**src/rtl/ps2_keymap_decoder.sv**
```systemverilog
// ---------------------------------------------------------------------------
// ps2_keymap_decoder
//
// Turns the byte stream coming out of PS2_Controller into per-key state for
// game logic. Each of NUM_KEYS mapped keys gets a held level plus one-cycle
// make and break pulses. A key may be a plain scan code or an E0-extended
// one. The E1 Pause sequence is swallowed, and typematic repeats of a key
// that is already held are ignored.
//
// Parameters
//   NUM_KEYS        number of mapped keys (1..16)
//   KEY_CODES       NUM_KEYS x 9-bit map; entry i = bits [9i+8:9i],
//                   bit 8 = E0-extended flag, bits 7:0 = scan code
//   TIMEOUT_CYCLES  prefix timeout in clocks (optional feature only)
//
// Ports
//   CLOCK_50         in   system clock
//   Resetn           in   asynchronous active-low reset
//   ps2_key_data     in   received byte, valid while ps2_key_pressed=1
//   ps2_key_pressed  in   one-cycle byte-valid strobe
//   held_clear       in   synchronous clear of all held bits, no break pulses
//   key_held         out  bit i high while key i is down
//   key_make         out  one-cycle pulse on a new press of key i
//   key_break        out  one-cycle pulse on release of key i
//   any_held         out  registered OR of key_held (one cycle behind)
//   unmapped         out  one-cycle pulse when a complete code maps to no key
//
// Optional feature (macro PS2_KEYMAP_PREFIX_TIMEOUT_EN):
//   When defined, a partially received prefix (E0/F0/Pause) that sits idle
//   for TIMEOUT_CYCLES clocks is abandoned and the decoder returns to IDLE.
//   When undefined, prefix states wait indefinitely for the next byte.
// ---------------------------------------------------------------------------
module ps2_keymap_decoder #(
    parameter int                    NUM_KEYS       = 4,
    parameter logic [NUM_KEYS*9-1:0] KEY_CODES      = {9'h029, 9'h174, 9'h16B, 9'h175},
    parameter int                    TIMEOUT_CYCLES = 2_500_000
) (
    input  logic                CLOCK_50,
    input  logic                Resetn,
    input  logic [7:0]          ps2_key_data,
    input  logic                ps2_key_pressed,
    input  logic                held_clear,
    output logic [NUM_KEYS-1:0] key_held,
    output logic [NUM_KEYS-1:0] key_make,
    output logic [NUM_KEYS-1:0] key_break,
    output logic                any_held,
    output logic                unmapped
);

    localparam logic [7:0] BYTE_E0 = 8'hE0;
    localparam logic [7:0] BYTE_E1 = 8'hE1;
    localparam logic [7:0] BYTE_F0 = 8'hF0;

    // The Pause make code is E1 followed by seven more bytes.
    localparam logic [2:0] PAUSE_TAIL = 3'd7;

    typedef enum logic [2:0] {
        IDLE,
        EXT,
        BRK,
        EXT_BRK,
        SKIP
    } state_e;

    // A mis-sized key map or a degenerate timeout is a build error rather
    // than a silently broken decoder.
    generate
        if (NUM_KEYS < 1 || NUM_KEYS > 16 || TIMEOUT_CYCLES < 2) begin : gParamCheck
            $error("ps2_keymap_decoder: NUM_KEYS or TIMEOUT_CYCLES out of range");
        end
    endgenerate

    state_e              state_q;
    logic [2:0]          skipCount_q;
    logic [NUM_KEYS-1:0] keyHeld_q;
    logic [NUM_KEYS-1:0] keyMake_q;
    logic [NUM_KEYS-1:0] keyBreak_q;
    logic                anyHeld_q;
    logic                unmapped_q;

    logic                termValid_d;
    logic                termExt_d;
    logic                termBrk_d;
    logic [NUM_KEYS-1:0] matchVec_d;
    logic [NUM_KEYS-1:0] keyHeld_d;
    logic [NUM_KEYS-1:0] keyMake_d;
    logic [NUM_KEYS-1:0] keyBreak_d;
    logic                unmapped_d;

`ifdef PS2_KEYMAP_PREFIX_TIMEOUT_EN
    localparam int                   TIMEOUT_W    = $clog2(TIMEOUT_CYCLES);
    localparam logic [TIMEOUT_W-1:0] TIMEOUT_LAST = TIMEOUT_W'(TIMEOUT_CYCLES - 1);

    logic [TIMEOUT_W-1:0] timeoutCount_q;
`endif

    // Work out whether the byte on the bus this cycle finishes a make/break
    // code, which keys it names, and what the key outputs should become.
    // The ext/brk flags come straight from the prefix state we are leaving.
    // A same-cycle held_clear wins over everything, so a make arriving with
    // it neither latches the key nor pulses.
    always_comb begin
        termExt_d   = (state_q == EXT) || (state_q == EXT_BRK);
        termBrk_d   = (state_q == BRK) || (state_q == EXT_BRK);
        termValid_d = ps2_key_pressed && (state_q != SKIP) &&
                      (ps2_key_data != BYTE_E0) && (ps2_key_data != BYTE_E1) &&
                      (ps2_key_data != BYTE_F0);

        matchVec_d = '0;
        for (int i = 0; i < NUM_KEYS; i++) begin
            matchVec_d[i] = (KEY_CODES[9*i +: 9] == {termExt_d, ps2_key_data});
        end

        keyHeld_d  = keyHeld_q;
        keyMake_d  = '0;
        keyBreak_d = '0;
        unmapped_d = termValid_d && (matchVec_d == '0);

        if (termValid_d) begin
            for (int i = 0; i < NUM_KEYS; i++) begin
                if (matchVec_d[i]) begin
                    if (!termBrk_d && !keyHeld_q[i]) begin
                        keyHeld_d[i] = 1'b1;
                        keyMake_d[i] = 1'b1;
                    end else if (termBrk_d && keyHeld_q[i]) begin
                        keyHeld_d[i]  = 1'b0;
                        keyBreak_d[i] = 1'b1;
                    end
                end
            end
        end

        if (held_clear) begin
            keyHeld_d  = '0;
            keyMake_d  = '0;
            keyBreak_d = '0;
        end
    end

    // Prefix tracking state machine. Only strobed bytes move it. While in
    // SKIP every byte is thrown away, including E0/E1/F0, until the Pause
    // tail has been counted out. With the timeout feature enabled, an idle
    // prefix state counts clocks and gives up once the limit is reached.
    always_ff @(posedge CLOCK_50 or negedge Resetn) begin
        if (!Resetn) begin
            state_q     <= IDLE;
            skipCount_q <= '0;
`ifdef PS2_KEYMAP_PREFIX_TIMEOUT_EN
            timeoutCount_q <= '0;
`endif
        end else begin
            if (ps2_key_pressed) begin
`ifdef PS2_KEYMAP_PREFIX_TIMEOUT_EN
                timeoutCount_q <= '0;
`endif
                if (state_q == SKIP) begin
                    skipCount_q <= skipCount_q - 3'd1;
                    if (skipCount_q <= 3'd1) begin
                        state_q <= IDLE;
                    end
                end else if (ps2_key_data == BYTE_E1) begin
                    state_q     <= SKIP;
                    skipCount_q <= PAUSE_TAIL;
                end else if (ps2_key_data == BYTE_E0) begin
                    state_q <= EXT;
                end else if (ps2_key_data == BYTE_F0) begin
                    if (state_q == IDLE) begin
                        state_q <= BRK;
                    end else if (state_q == EXT) begin
                        state_q <= EXT_BRK;
                    end
                end else begin
                    state_q <= IDLE;
                end
            end
`ifdef PS2_KEYMAP_PREFIX_TIMEOUT_EN
            else if (state_q != IDLE) begin
                if (timeoutCount_q == TIMEOUT_LAST) begin
                    state_q        <= IDLE;
                    skipCount_q    <= '0;
                    timeoutCount_q <= '0;
                end else begin
                    timeoutCount_q <= timeoutCount_q + 1'b1;
                end
            end else begin
                timeoutCount_q <= '0;
            end
`endif
        end
    end

    // Key outputs are registered so game logic sees clean, glitch-free
    // levels and pulses one clock after the final byte's strobe. any_held
    // is taken from the registered held bits and therefore trails by one.
    always_ff @(posedge CLOCK_50 or negedge Resetn) begin
        if (!Resetn) begin
            keyHeld_q  <= '0;
            keyMake_q  <= '0;
            keyBreak_q <= '0;
            anyHeld_q  <= 1'b0;
            unmapped_q <= 1'b0;
        end else begin
            keyHeld_q  <= keyHeld_d;
            keyMake_q  <= keyMake_d;
            keyBreak_q <= keyBreak_d;
            anyHeld_q  <= |keyHeld_q;
            unmapped_q <= unmapped_d;
        end
    end

    assign key_held  = keyHeld_q;
    assign key_make  = keyMake_q;
    assign key_break = keyBreak_q;
    assign any_held  = anyHeld_q;
    assign unmapped  = unmapped_q;

endmodule

```
**config.mk**
```make
export PLATFORM = sky130hd
export DESIGN_NAME = ps2_keymap_decoder
export DESIGN_NICKNAME = d
export VERILOG_FILES = /design/src/rtl/ps2_keymap_decoder.sv
export SDC_FILE = /design/constraint.sdc
export NUM_CORES = 1
export LEC_CHECK = 0
export ABC_AREA = 1
export CORE_ASPECT_RATIO = 1.75
export CORE_MARGIN = 2
export CORE_UTILIZATION = 45
export DETAILED_ROUTE_END_ITERATION = 7
export HOLD_SLACK_MARGIN = 0.03
export PLACE_DENSITY = 0.74
export SLEW_MARGIN = 20
export SYNTH_ARGS = -nofsm -noshare
export SYNTH_HDL_FRONTEND = slang
export SYNTH_SLANG_ARGS = --single-unit
```
**constraint.sdc**
```tcl
create_clock -name CLOCK_50 -period 1.2 [get_ports CLOCK_50]
set_input_delay 0.24 -clock CLOCK_50 [delete_from_list [all_inputs] [get_ports CLOCK_50]]
set_output_delay 0.24 -clock CLOCK_50 [all_outputs]
set_load 0.02 [all_outputs]
```
**Run 1: port wiring**

(6 px per um)
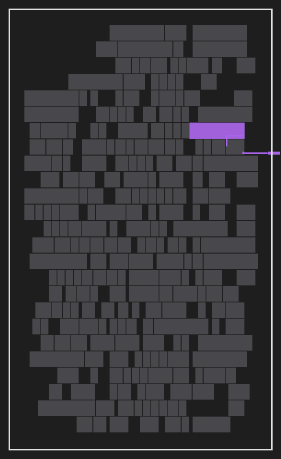
Key: `any_held` = purple [direction output, end cells 1, buffers 1, wire 8.50 um]

**Run 1: pin placement**

(4 px per um) Pins as bars across the die edge, other pins in gray.
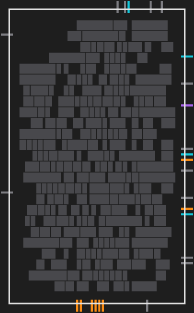
Key: `any_held` = purple [pins 1, direction output, edge east]; `key_make` = cyan [pins 4, direction output, edge 3 east, 1 north]; `ps2_key_data` = orange [pins 8, direction input, edge 6 south, 2 east]
All pins by edge: 12 east, 7 south, 5 north, 2 west.

**Run 1: congestion heat map**

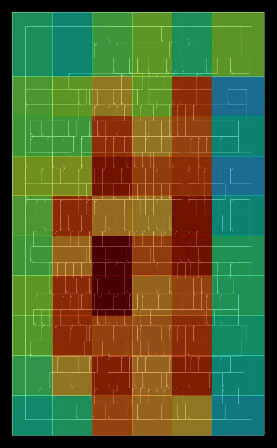
GR Util met2: 49.59%
Overall Global Routing Usage: 26.37%
met3 Track Usage GR: 4.703%
met1 GRT Util: 24.73%
post-layout utilization of the core: 75.67%

==> results_tabular.tex <==
% Implementation results table
\begin{tabular}{lr}
\hline
Metric & Value \\
\hline
\multicolumn{2}{l}{\textbf{Setup path}} \\
\quad Largest stage delay on the critical path & 460 ps \\
\quad WP depth & 8 \\
\quad Kind of end point of the critical path & flip-flop \\
\quad Critical register-to-register path startpoint & state\_q[2] \\
\quad Critical-path cell list & inv\_2 > nand2\_4 > inv\_6 > buf\_4 > buf\_4 > buf\_4 > nand3\_1 > nor3\_1 \\
\multicolumn{2}{l}{\textbf{GRT}} \\
\quad Remaining global-route overflow & 0 \\
\quad Busiest metal layer after global routing & met2 \\
\multicolumn{2}{l}{\textbf{Yosys}} \\
\quad Fraction of registers with async set or reset after synthesis & 100.0\% \\
\quad Total of warnings raised by yosys & 0 \\
\quad Post-synthesis sequential element count & 20 \\
\quad Main kind of combinational logic by area & simple AND/OR/NAND/NOR gates \\
\multicolumn{2}{l}{\textbf{Detailed routing}} \\
\quad Top routing layer in use & met4 \\
\quad Count of nets left with antenna violations after detail routing & 0 \\
\multicolumn{2}{l}{\textbf{Final timing}} \\
\quad Final worst-path setup slack & -116.8 ps \\
\quad Total negative setup slack & -1372 ps \\
\quad Final count of negative-setup-slack endpoints & 19 \\
\multicolumn{2}{l}{\textbf{Run status}} \\
\quad Failing checks & negative setup slack \\
\quad Run status & complete, but fails checks \\
\multicolumn{2}{l}{\textbf{Pwr}} \\
\quad Switching power & 0.3867 mW \\
\multicolumn{2}{l}{\textbf{CTS}} \\
\quad Setup fix buffers added after clock tree synthesis & 3 \\
\quad Total clock buffers created by CTS & 3 \\
\quad Clock latency on the worst-skew pair & 260 ps \\
\multicolumn{2}{l}{\textbf{Placed design}} \\
\quad DP Area & approximately 0.0018 mm2 \\
\multicolumn{2}{l}{\textbf{Layout}} \\
\quad Relative area of clock buffers and inverters in the final design & between 2 and 3\% \\
\hline
\end{tabular}
Power and IR drop assume default switching activity.
